==> config.mk <==
export PLATFORM = sky130hd
export DESIGN_NAME = shift_req_arbiter
export DESIGN_NICKNAME = d
export VERILOG_FILES = /design/src/rtl/shift_req_arbiter.sv
export SDC_FILE = /design/constraint.sdc
export NUM_CORES = 1
export LEC_CHECK = 0
export CORE_UTILIZATION = 48
export CTS_CLUSTER_DIAMETER = 100
export DETAILED_ROUTE_END_ITERATION = 6
export GPL_TIMING_DRIVEN = 0
export PLACE_DENSITY_LB_ADDON = 0.2
export SYNTH_ARGS = -nofsm -noshare
export SYNTH_HDL_FRONTEND = slang
export SYNTH_SLANG_ARGS = --single-unit
==> constraint.sdc <==
create_clock -name clk -period 2.4 [get_ports clk]
set_clock_uncertainty 0.2 [all_clocks]
set_input_delay 0.36 -clock clk [delete_from_list [all_inputs] [get_ports clk]]
set_output_delay 0.36 -clock clk [all_outputs]
set_load 0.01 [all_outputs]
==> src/rtl/shift_req_arbiter.sv <==
// Round-robin front end for a shared pipelined left-shifter: issues one op per cycle,
// tags each op with its requester id, and collects results in a credit-protected FIFO.
module shift_req_arbiter #(
  parameter int NUM_REQ    = 4,
  parameter int DATA_W     = 16,
  parameter int WIDTH_W    = 4,
  parameter int LAT        = 4,
  parameter int FIFO_DEPTH = 8,
  localparam int ID_W      = $clog2(NUM_REQ)
) (
  input  logic                       clk,
  input  logic                       rst,
  input  logic [NUM_REQ-1:0]         req_valid,
  input  logic [NUM_REQ*DATA_W-1:0]  req_a,
  input  logic [NUM_REQ*WIDTH_W-1:0] req_width,
  output logic [NUM_REQ-1:0]         req_ready,
  output logic [DATA_W-1:0]          sh_a,
  output logic [WIDTH_W-1:0]         sh_width,
  input  logic [DATA_W-1:0]          sh_b,
  output logic                       resp_valid,
  input  logic                       resp_ready,
  output logic [DATA_W-1:0]          resp_data,
  output logic [ID_W-1:0]            resp_id,
  output logic                       busy
);

  localparam int AW = $clog2(FIFO_DEPTH);
  localparam int CW = $clog2(FIFO_DEPTH + 1);

  logic [DATA_W-1:0]      w_a [NUM_REQ];
  logic [WIDTH_W-1:0]     w_w [NUM_REQ];

  logic [ID_W-1:0]        r_ptr;
  logic [CW-1:0]          r_used;
  logic [DATA_W-1:0]      r_sh_a;
  logic [WIDTH_W-1:0]     r_sh_w;
  logic [LAT:0]           r_tag_v;
  logic [ID_W-1:0]        r_tag_id [0:LAT];

  logic [ID_W+DATA_W-1:0] r_mem [FIFO_DEPTH];
  logic [AW-1:0]          r_wr;
  logic [AW-1:0]          r_rd;
  logic [CW-1:0]          r_cnt;

  logic                   w_found;
  logic [ID_W-1:0]        w_gnt_idx;
  logic [ID_W-1:0]        w_scan;
  logic                   w_credit_ok;
  logic                   w_xfer;
  logic                   w_push;
  logic                   w_pop;
  logic [ID_W+DATA_W-1:0] w_head;

  genvar gi;
  generate
    for (gi = 0; gi < NUM_REQ; gi++) begin : g_unpack
      assign w_a[gi] = req_a[gi*DATA_W +: DATA_W];
      assign w_w[gi] = req_width[gi*WIDTH_W +: WIDTH_W];
    end
  endgenerate

  // Credit check uses the registered count, so a pop frees a slot only next cycle.
  assign w_credit_ok = (r_used < CW'(FIFO_DEPTH));

  always_comb begin
    w_found   = 1'b0;
    w_gnt_idx = '0;
    w_scan    = '0;
    for (int k = 1; k <= NUM_REQ; k++) begin
      w_scan = ID_W'((int'(r_ptr) + k) % NUM_REQ);
      if (!w_found && req_valid[w_scan]) begin
        w_found   = 1'b1;
        w_gnt_idx = w_scan;
      end
    end
  end

  assign w_xfer     = w_found && w_credit_ok;
  assign req_ready  = w_xfer ? (NUM_REQ'(1) << w_gnt_idx) : '0;
  assign sh_a       = r_sh_a;
  assign sh_width   = r_sh_w;

  assign resp_valid = (r_cnt != '0);
  assign w_pop      = resp_valid && resp_ready;
  assign w_push     = r_tag_v[LAT];
  assign w_head     = r_mem[r_rd];
  assign resp_data  = resp_valid ? w_head[DATA_W-1:0] : '0;
  assign resp_id    = resp_valid ? w_head[ID_W+DATA_W-1:DATA_W] : '0;
  assign busy       = (r_used != '0);

  always_ff @(posedge clk or negedge rst) begin
    if (!rst) begin
      r_ptr   <= ID_W'(NUM_REQ - 1);
      r_used  <= '0;
      r_sh_a  <= '0;
      r_sh_w  <= '0;
      r_tag_v <= '0;
      for (int k = 0; k <= LAT; k++) r_tag_id[k] <= '0;
      r_wr    <= '0;
      r_rd    <= '0;
      r_cnt   <= '0;
    end else begin
      if (w_xfer) begin
        r_ptr  <= w_gnt_idx;
        r_sh_a <= w_a[w_gnt_idx];
        r_sh_w <= w_w[w_gnt_idx];
      end
      // Stage LAT lines up with the shifter output sh_b.
      r_tag_v     <= {r_tag_v[LAT-1:0], w_xfer};
      r_tag_id[0] <= w_gnt_idx;
      for (int k = 1; k <= LAT; k++) r_tag_id[k] <= r_tag_id[k-1];

      case ({w_xfer, w_pop})
        2'b10:   r_used <= r_used + CW'(1);
        2'b01:   r_used <= r_used - CW'(1);
        default: r_used <= r_used;
      endcase

      if (w_push) r_wr <= r_wr + AW'(1);
      if (w_pop)  r_rd <= r_rd + AW'(1);
      case ({w_push, w_pop})
        2'b10:   r_cnt <= r_cnt + CW'(1);
        2'b01:   r_cnt <= r_cnt - CW'(1);
        default: r_cnt <= r_cnt;
      endcase
    end
  end

  always_ff @(posedge clk) begin
    if (w_push) r_mem[r_wr] <= {r_tag_id[LAT], sh_b};
  end

endmodule
**Run 1: clock wires, drivers and flops**

The bar under the picture is 50 um long.
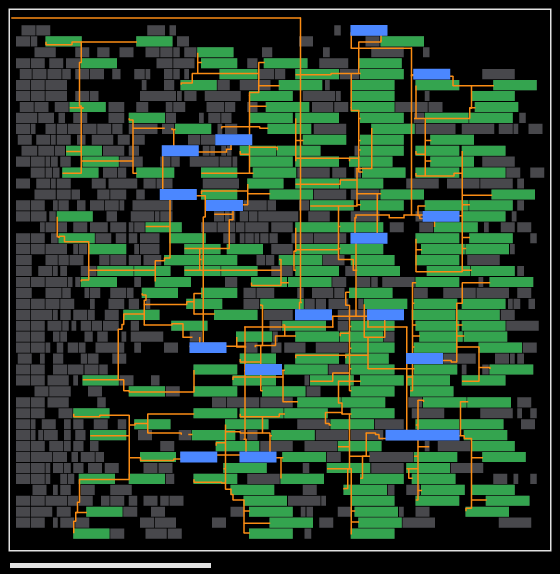
legend:
  orange:
    item: clock wires
    length: 2,030 um
  green:
    item: flip-flops
    count: 195
  blue:
    item: clock drivers
    count: 17
flops lie: spread over the die
routed clock nets: 18

**Run 1: register map, names as in the netlist**

The bar under the picture is 50 um long. Other sequential cells in the stronger grey, the rest of the logic in the fainter grey.
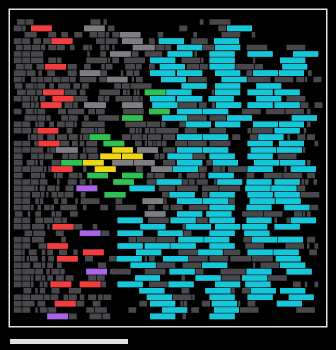
legend:
  green:
    netlist_name: `r_tag_id`
    sequential_cells: 10
  yellow:
    netlist_name: `r_tag_v`
    sequential_cells: 5
  purple:
    netlist_name: `sh_width`
    sequential_cells: 4
    where: bottom left
  cyan:
    netlist_name: `r_mem`
    sequential_cells: 144
  red:
    netlist_name: `sh_a`
    sequential_cells: 16
not coloured: 16

==> flow_summary.toml, run 1 <==
# synthesis and place-and-route metrics
[worst_setup_path]
cp.required_ps = 1840
r2r_end = "r_cnt[3]"
reg2reg_slack_ps = -30

[die]
die_w_um = 134

[power_and_ir_drop]
vdd_drop_max_uv = 881
intPower_mw = 9.35
p_sw_frac = 0.327

[layout]
nFillCells = 1135
fin_cells = 946
largest_reg_flops = 144

[job]
cap_viol_max_count = 0
warnings = 30

[clocking]
path_clk_slew_ps = 60
numCtsBuffers = 17

[routing]
avgRoutedWirePerCell_um = 20.5

[outcome]
status = "complete, but fails checks"
violations = "setup timing"

[final_timing]
setup_violations = 25
timing.final.ws_setup_ps = -270

[logic_synthesis]
synth.top_cell.area_share = 0.515

[hold_path]
min_from = "r_tag_v[3]"
whs_endpoint = "r_tag_v[4]"

[grt]
grt_overflow_total = 0
grt_max_degree = 27
**Run 1: logic cells by family**

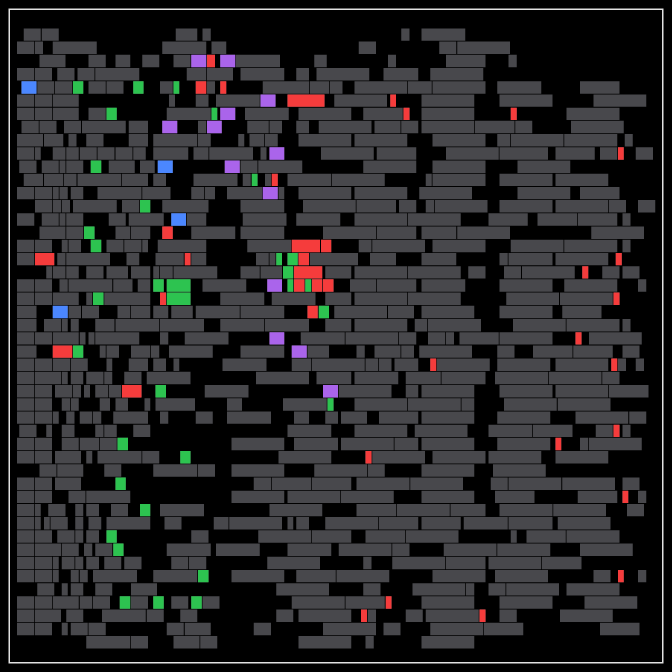
legend:
  green:
    family: nand cells
    cells: 33
  purple:
    family: xor and xnor cells
    cells: 13
  red:
    family: nor cells
    cells: 37
    where: spread over the die
  blue:
    family: and/or cells
    cells: 4

## Run 2: what changed since run 1
--- a/config.mk
+++ b/config.mk
@@ -8,8 +8,9 @@
 export CORE_UTILIZATION = 48
 export CTS_CLUSTER_DIAMETER = 100
 export DETAILED_ROUTE_END_ITERATION = 6
-export GPL_TIMING_DRIVEN = 0
 export PLACE_DENSITY_LB_ADDON = 0.2
+export RECOVER_POWER = 100
+export SKIP_CTS_REPAIR_TIMING = 1
 export SYNTH_ARGS = -nofsm -noshare
 export SYNTH_HDL_FRONTEND = slang
 export SYNTH_SLANG_ARGS = --single-unit
**Run 2: clock wires, drivers and flops**

The bar under the picture is 50 um long.
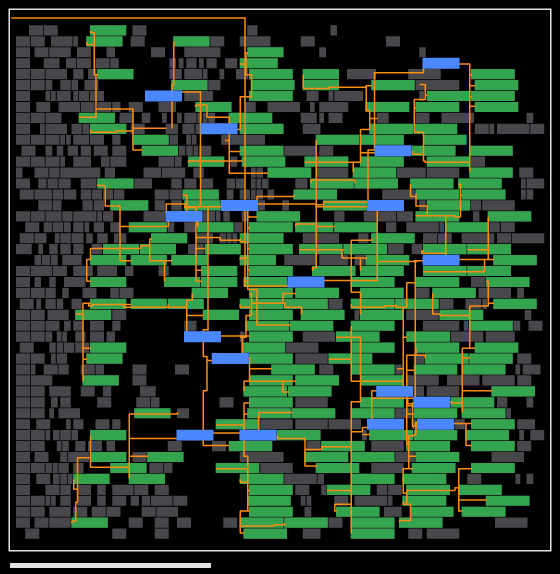
legend:
  orange:
    item: clock wires
    length: 1,950 um
  blue:
    item: clock drivers
    count: 17
  green:
    item: flip-flops
    count: 195
routed clock nets: 18
flops lie: spread over the die

==> flow_summary.toml, run 2 <==
# synthesis and place-and-route metrics
[outcome]
status = "complete, but fails checks"
violations = "capacitance limit, setup timing"

[logic_synthesis]
syn-mean-instance-area_um2 = 16.6
synth.top_cell.area_share = 0.515
ff_type = "edfxtp_1"
numSynthFlops = 195
synth.most_common_cell = "edfxtp_1"
area_leaders = "edfxtp_1 51%, dfrtp_1 15%, mux4_2 9.7%"
ys_warn_count = 0
ys_sh_xor = 0.0136

[hold_path]
whs_endpoint = "r_tag_id[2]"
min_from = "r_tag_id[4]"

[final_timing]
setup_violations = 43
whs_ps = 149
slew_headroom = 0.0000967
tightest_slew_ps = 1500
timing.final.ws_setup_ps = -285

[layout]
buf_share = 0.178
largest_reg_flops = 144
sh_seq_area = 0.500
fin_cells = 943
nFillCells = 1179

[job]
cap_viol_max_count = 1
warnings = 29

[routing]
dr_total_vias = 5030
avgRoutedWirePerCell_um = 19.3

[place]
dpl_cell_area_um2 = 10400

[power_and_ir_drop]
vdd_drop_max_uv = 720
intPower_mw = 9.32
p_sw_frac = 0.316

[worst_setup_path]
cp_cell_sequence = "buf_4 -> buf_12 -> buf_4 -> mux4_2 -> mux2i_1 -> nor2_1 -> dlymetal6s2s_1"
r2r_end = "sh_width[0]"
cp.required_ps = 1840
reg2reg_slack_ps = -150
cp.depth = 7

[grt]
grt_max_degree = 29
grt_overflow_total = 0

[die]
nWellTaps = 220
die_w_um = 134

[clocking]
path_clk_slew_ps = 70
numCtsBuffers = 17
cts-root-buf = "clkbuf_16"
**Run 2: placement by cell class**

The bar under the picture is 50 um long.
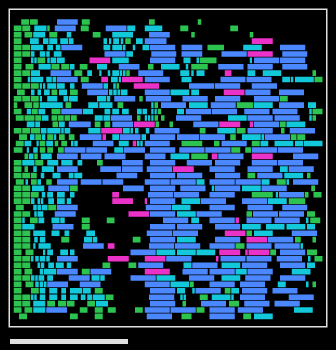
legend:
  cyan:
    class: combinational and other logic
    cells: 283
    share_of_their_area: 25%
  magenta:
    class: clock drivers and dummy loads
    cells: 32
    share_of_their_area: 5.4%
  blue:
    class: sequential cells
    cells: 195
    share_of_their_area: 51%
  green:
    class: remaining buffers and delay cells
    cells: 213
    share_of_their_area: 18%

